[src/rtl/phy_tx_scheduler_pkg.sv]
// Shared constants and FSM encoding for the PHY transmit scheduler.
package phy_pkg;

   localparam logic [31:0] COM_WORD  = 32'hBCBC_BCBC;
   localparam logic [31:0] IDLE_WORD = 32'h7C7C_7C7C;

   typedef enum logic [1:0] {
      SYNC  = 2'd0,
      IDLE  = 2'd1,
      BURST = 2'd2
   } state_t;

endpackage

[src/rtl/phy_tx_scheduler_if.sv]
// Requester-side and PHY-side bundle of the transmit scheduler.
// resync_req exists only when PHY_TX_SCHED_RESYNC_EN is defined.
interface phy_tx_scheduler_if #(
   parameter int NUM_REQ = 2,
   parameter int DATA_W  = 32,
   parameter int GNT_W   = 2
);
   logic [NUM_REQ*DATA_W-1:0] req_data;
   logic [NUM_REQ-1:0]        req_valid;
   logic [NUM_REQ-1:0]        req_last;
   logic [NUM_REQ-1:0]        req_ready;
   logic [DATA_W-1:0]         phy_data;
   logic                      phy_valid;
   logic                      sincronizar_bus;
   logic [GNT_W-1:0]          grant;
   logic                      busy;
`ifdef PHY_TX_SCHED_RESYNC_EN
   logic                      resync_req;
`endif

   modport master (
      output req_data, req_valid, req_last,
`ifdef PHY_TX_SCHED_RESYNC_EN
             resync_req,
`endif
      input  req_ready, phy_data, phy_valid, sincronizar_bus, grant, busy
   );

   modport slave (
      input  req_data, req_valid, req_last,
`ifdef PHY_TX_SCHED_RESYNC_EN
             resync_req,
`endif
      output req_ready, phy_data, phy_valid, sincronizar_bus, grant, busy
   );

endinterface

[src/rtl/phy_tx_scheduler_rr_arbiter.sv]
// Combinational round-robin select: first asserted request at or after
// rr_ptr, wrapping modulo NUM_REQ.
module rr_arbiter #(
   parameter int NUM_REQ = 2,
   parameter int GNT_W   = 2
) (
   input  logic [NUM_REQ-1:0] req,
   input  logic [GNT_W-1:0]   rr_ptr,
   output logic               any_req,
   output logic [GNT_W-1:0]   winner
);
   localparam int SLOTS = 2**GNT_W;

   logic [SLOTS-1:0] req_ext;
   assign req_ext = SLOTS'(req);

   always_comb begin
      logic [GNT_W-1:0] idx;
      any_req = 1'b0;
      winner  = rr_ptr;
      idx     = rr_ptr;
      for (int k = 0; k < NUM_REQ; k++) begin
         if (!any_req && req_ext[idx]) begin
            any_req = 1'b1;
            winner  = idx;
         end
         idx = (idx == GNT_W'(NUM_REQ - 1)) ? '0 : idx + GNT_W'(1);
      end
   end

endmodule

[src/rtl/phy_tx_scheduler.sv]
// Sync training followed by burst-granular round-robin sharing of the PHY input.
// Optional PHY_TX_SCHED_RESYNC_EN adds a requested return to sync training.
//
// state | meaning
// SYNC  | drive COM_WORD with sincronizar_bus for SYNC_CYCLES beats
// IDLE  | drive IDLE_WORD, arbitrate (or start a pending resync)
// BURST | forward beats from the granted requester until last or MAX_BURST
module phy_tx_scheduler
   import phy_pkg::*;
#(
   parameter int NUM_REQ     = 2,
   parameter int DATA_W      = 32,
   parameter int SYNC_CYCLES = 8,
   parameter int MAX_BURST   = 8,
   parameter int GNT_W       = 2
) (
   input  logic                clk_2f,
   input  logic                reset,
   phy_tx_scheduler_if.slave   bus
);
   localparam int SLOTS = 2**GNT_W;
   localparam int SW    = $clog2(SYNC_CYCLES + 1);
   localparam int BW    = $clog2(MAX_BURST + 1);

   state_t            state_q, state_d;
   logic [SW-1:0]     sync_cnt_q, sync_cnt_d;
   logic [BW-1:0]     beat_q, beat_d;
   logic [GNT_W-1:0]  rr_q, rr_d;
   logic [GNT_W-1:0]  grant_q, grant_d;
   logic [DATA_W-1:0] data_q, data_d;
   logic              valid_q, valid_d;
   logic              sinc_q, sinc_d;
   logic              busy_q, busy_d;
   logic              any_req;
   logic [GNT_W-1:0]  winner;

   // Pad per-requester signals to a power of two so grant indexes cleanly.
   logic [DATA_W-1:0] data_arr [SLOTS];
   logic [SLOTS-1:0]  valid_ext, last_ext;
   assign valid_ext = SLOTS'(bus.req_valid);
   assign last_ext  = SLOTS'(bus.req_last);

   for (genvar g = 0; g < SLOTS; g++) begin : g_unpack
      if (g < NUM_REQ) begin : g_live
         assign data_arr[g] = bus.req_data[g*DATA_W +: DATA_W];
      end else begin : g_pad
         assign data_arr[g] = '0;
      end
   end

   for (genvar g = 0; g < NUM_REQ; g++) begin : g_ready
      assign bus.req_ready[g] = (state_q == BURST) && (grant_q == GNT_W'(g));
   end

   rr_arbiter #(.NUM_REQ(NUM_REQ), .GNT_W(GNT_W)) u_arb (
      .req     (bus.req_valid),
      .rr_ptr  (rr_q),
      .any_req (any_req),
      .winner  (winner)
   );

`ifdef PHY_TX_SCHED_RESYNC_EN
   logic pend_q, pend_take;
   always_ff @(posedge clk_2f or posedge reset) begin
      if (reset) pend_q <= 1'b0;
      else       pend_q <= (pend_q & ~pend_take) | bus.resync_req;
   end
`endif

   always_comb begin
      state_d    = state_q;
      sync_cnt_d = sync_cnt_q;
      beat_d     = beat_q;
      rr_d       = rr_q;
      grant_d    = grant_q;
      data_d     = DATA_W'(IDLE_WORD);
      valid_d    = 1'b0;
      sinc_d     = 1'b0;
      busy_d     = 1'b0;
`ifdef PHY_TX_SCHED_RESYNC_EN
      pend_take  = 1'b0;
`endif
      case (state_q)
         SYNC: begin
            data_d     = DATA_W'(COM_WORD);
            valid_d    = 1'b1;
            sinc_d     = 1'b1;
            sync_cnt_d = sync_cnt_q + SW'(1);
            if (sync_cnt_q == SW'(SYNC_CYCLES - 1)) state_d = IDLE;
         end
         IDLE: begin
`ifdef PHY_TX_SCHED_RESYNC_EN
            if (pend_q) begin
               pend_take  = 1'b1;
               sync_cnt_d = '0;
               state_d    = SYNC;
            end else
`endif
            if (any_req) begin
               grant_d = winner;
               beat_d  = '0;
               busy_d  = 1'b1;
               state_d = BURST;
            end
         end
         BURST: begin
            busy_d = 1'b1;
            if (valid_ext[grant_q]) begin
               data_d  = data_arr[grant_q];
               valid_d = 1'b1;
               beat_d  = beat_q + BW'(1);
               // last and the beat limit coinciding is still one exit.
               if (last_ext[grant_q] || beat_q == BW'(MAX_BURST - 1)) begin
                  busy_d  = 1'b0;
                  state_d = IDLE;
                  rr_d    = (grant_q == GNT_W'(NUM_REQ - 1)) ? '0 : grant_q + GNT_W'(1);
               end
            end
         end
         default: state_d = SYNC;
      endcase
   end

   always_ff @(posedge clk_2f or posedge reset) begin
      if (reset) begin
         state_q    <= SYNC;
         sync_cnt_q <= '0;
         beat_q     <= '0;
         rr_q       <= '0;
         grant_q    <= '0;
         data_q     <= '0;
         valid_q    <= 1'b0;
         sinc_q     <= 1'b0;
         busy_q     <= 1'b0;
      end else begin
         state_q    <= state_d;
         sync_cnt_q <= sync_cnt_d;
         beat_q     <= beat_d;
         rr_q       <= rr_d;
         grant_q    <= grant_d;
         data_q     <= data_d;
         valid_q    <= valid_d;
         sinc_q     <= sinc_d;
         busy_q     <= busy_d;
      end
   end

   assign bus.phy_data        = data_q;
   assign bus.phy_valid       = valid_q;
   assign bus.sincronizar_bus = sinc_q;
   assign bus.grant           = grant_q;
   assign bus.busy            = busy_q;

endmodule
[src/flat_wrapper.sv]
// flat-port wrapper written by rule: the top's interface ports become plain ports
module phy_tx_scheduler_flat import phy_pkg::*;
#(
   parameter int NUM_REQ     = 2,
   parameter int DATA_W      = 32,
   parameter int SYNC_CYCLES = 8,
   parameter int MAX_BURST   = 8,
   parameter int GNT_W       = 2
)
  (clk_2f, reset, bus_req_data, bus_req_valid, bus_req_last, bus_req_ready, bus_phy_data, bus_phy_valid, bus_sincronizar_bus, bus_grant, bus_busy);
  phy_tx_scheduler_if #(.NUM_REQ(NUM_REQ), .DATA_W(DATA_W), .GNT_W(GNT_W)) bus_i ();
  input  logic clk_2f;
  input  logic reset;
  input wire logic [$bits(bus_i.req_data)-1:0] bus_req_data;
  input wire logic [$bits(bus_i.req_valid)-1:0] bus_req_valid;
  input wire logic [$bits(bus_i.req_last)-1:0] bus_req_last;
  output wire logic [$bits(bus_i.req_ready)-1:0] bus_req_ready;
  output wire logic [$bits(bus_i.phy_data)-1:0] bus_phy_data;
  output wire logic [$bits(bus_i.phy_valid)-1:0] bus_phy_valid;
  output wire logic [$bits(bus_i.sincronizar_bus)-1:0] bus_sincronizar_bus;
  output wire logic [$bits(bus_i.grant)-1:0] bus_grant;
  output wire logic [$bits(bus_i.busy)-1:0] bus_busy;
  assign bus_i.req_data = bus_req_data;
  assign bus_i.req_valid = bus_req_valid;
  assign bus_i.req_last = bus_req_last;
  assign bus_req_ready = bus_i.req_ready;
  assign bus_phy_data = bus_i.phy_data;
  assign bus_phy_valid = bus_i.phy_valid;
  assign bus_sincronizar_bus = bus_i.sincronizar_bus;
  assign bus_grant = bus_i.grant;
  assign bus_busy = bus_i.busy;
  phy_tx_scheduler #(.NUM_REQ(NUM_REQ), .DATA_W(DATA_W), .SYNC_CYCLES(SYNC_CYCLES), .MAX_BURST(MAX_BURST), .GNT_W(GNT_W)) u_core (.clk_2f(clk_2f), .reset(reset), .bus(bus_i));
endmodule
[config.mk]
export PLATFORM = sky130hd
export DESIGN_NAME = phy_tx_scheduler_flat
export DESIGN_NICKNAME = d
export VERILOG_FILES = /design/src/rtl/phy_tx_scheduler_pkg.sv /design/src/rtl/phy_tx_scheduler_if.sv /design/src/rtl/phy_tx_scheduler_rr_arbiter.sv /design/src/rtl/phy_tx_scheduler.sv /design/src/flat_wrapper.sv
export SDC_FILE = /design/constraint.sdc
export NUM_CORES = 1
export LEC_CHECK = 0
export CORE_MARGIN = 4
export CORE_UTILIZATION = 45
export CTS_BUF_LIST = sky130_fd_sc_hd__clkbuf_2 sky130_fd_sc_hd__clkbuf_4 sky130_fd_sc_hd__clkbuf_8
export CTS_CLUSTER_SIZE = 10
export DETAILED_ROUTE_END_ITERATION = 7
export PLACE_DENSITY = 0.93
export SYNTH_ARGS = -nofsm -noshare
export SYNTH_HDL_FRONTEND = slang
export SYNTH_SLANG_ARGS = --single-unit
[constraint.sdc]
create_clock -name clk_2f -period 4.8 [get_ports clk_2f]
set_input_delay 1.2 -clock clk_2f [delete_from_list [all_inputs] [get_ports clk_2f]]
set_output_delay 1.2 -clock clk_2f [all_outputs]
set_load 0.05 [all_outputs]
==> summary.txt <==
worst reg2reg path endpoint -> u_core.bus.phy_data[14]$_DFF_PP0_
CTS buffer count -> 5
FF-to-FF path depth -> 5
Setup crit end kind -> output pin
routed vias -> 1863
WP buf/inv -> 3
vias per cell -> 5.12
met2 Use GR -> 35.7%
root buf cell -> clkbuf_8
CTS resizes -> 0
dominant cell by count in the synthesized netlist -> dfrtp_1
Final WS setup -> 0.872 ns
Leak -> 1.40 nW
status -> completed
initial antenna violation count -> 0
sw frac -> 43.9%
grt total ovfl -> 0
Slew Limit Headroom -> 35.4%
yosys stat chip area -> 0.00221 mm^2
uppermost layer routed -> met4
DRC -> 0
pwr dens -> 530 mW/mm^2
sequential cells -> 49
synth cell count leaders -> 49 x dfrtp_1, 32 x mux2i_1, 19 x o21ai_0
Hold Crit Endpoint -> u_core.bus.grant[0]$_DFFE_PP0P_
most frequent logic cell in the layout -> clkdlybuf4s50_1
Post-synth seq share -> 55.4%
Avg Inst Size Synth -> 11.6 um^2
RSZ-0062 raised after global routing -> no
DP Worst Slack -> 1.22 ns
floorplan.png
Scale bar: 20 um. Pins as bars on the die edge.
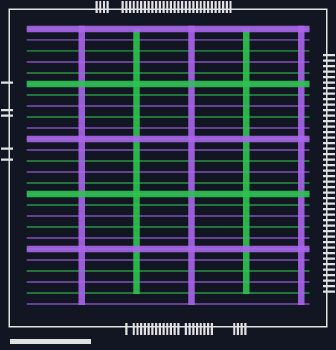
[purple] VSS
[green] VDD
met1 rails: 26
met5 straps: 5
Die Y: 78.1 um
VDD IR max: 0.253 mV
core area: 0.00475 mm^2
chip width: 78.1 um

class_map.png
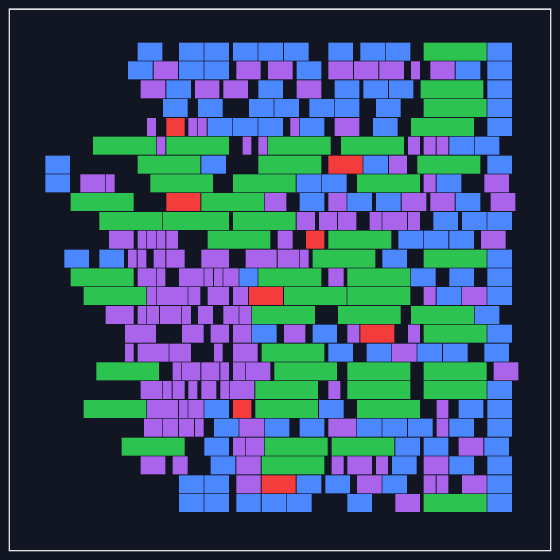
[blue] remaining buffers and delay cells | cells: 109 | share of their area: 33%
[red] clock drivers and dummy loads | cells: 8 | share of their area: 2.7%
[purple] remaining logic cells | cells: 131 | share of their area: 28%
[green] registers | cells: 49 | share of their area: 37%
fin util: 72.1%
Finished Cell Area: 0.00343 mm^2
Core Rows: 25
sequential portion of the cell area: 35.8%

clock_wires.png
Scale bar: 20 um.
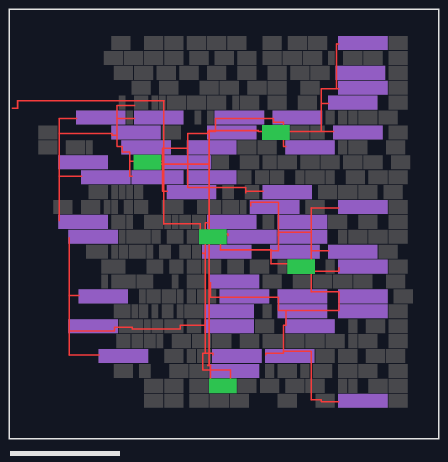
[green] clock-net drivers | count: 5
[red] clock wires | length: 527 um
[purple] flip-flops | count: 49
routed clock nets: 6
Clock power frac: 13.2%
Setup Skew: 0.0114 ns
Clock Power: 0.239 mW
worst skew pair latency: 0.30 ns

Power figures rest on the tool's default switching activity, not on a simulated workload.
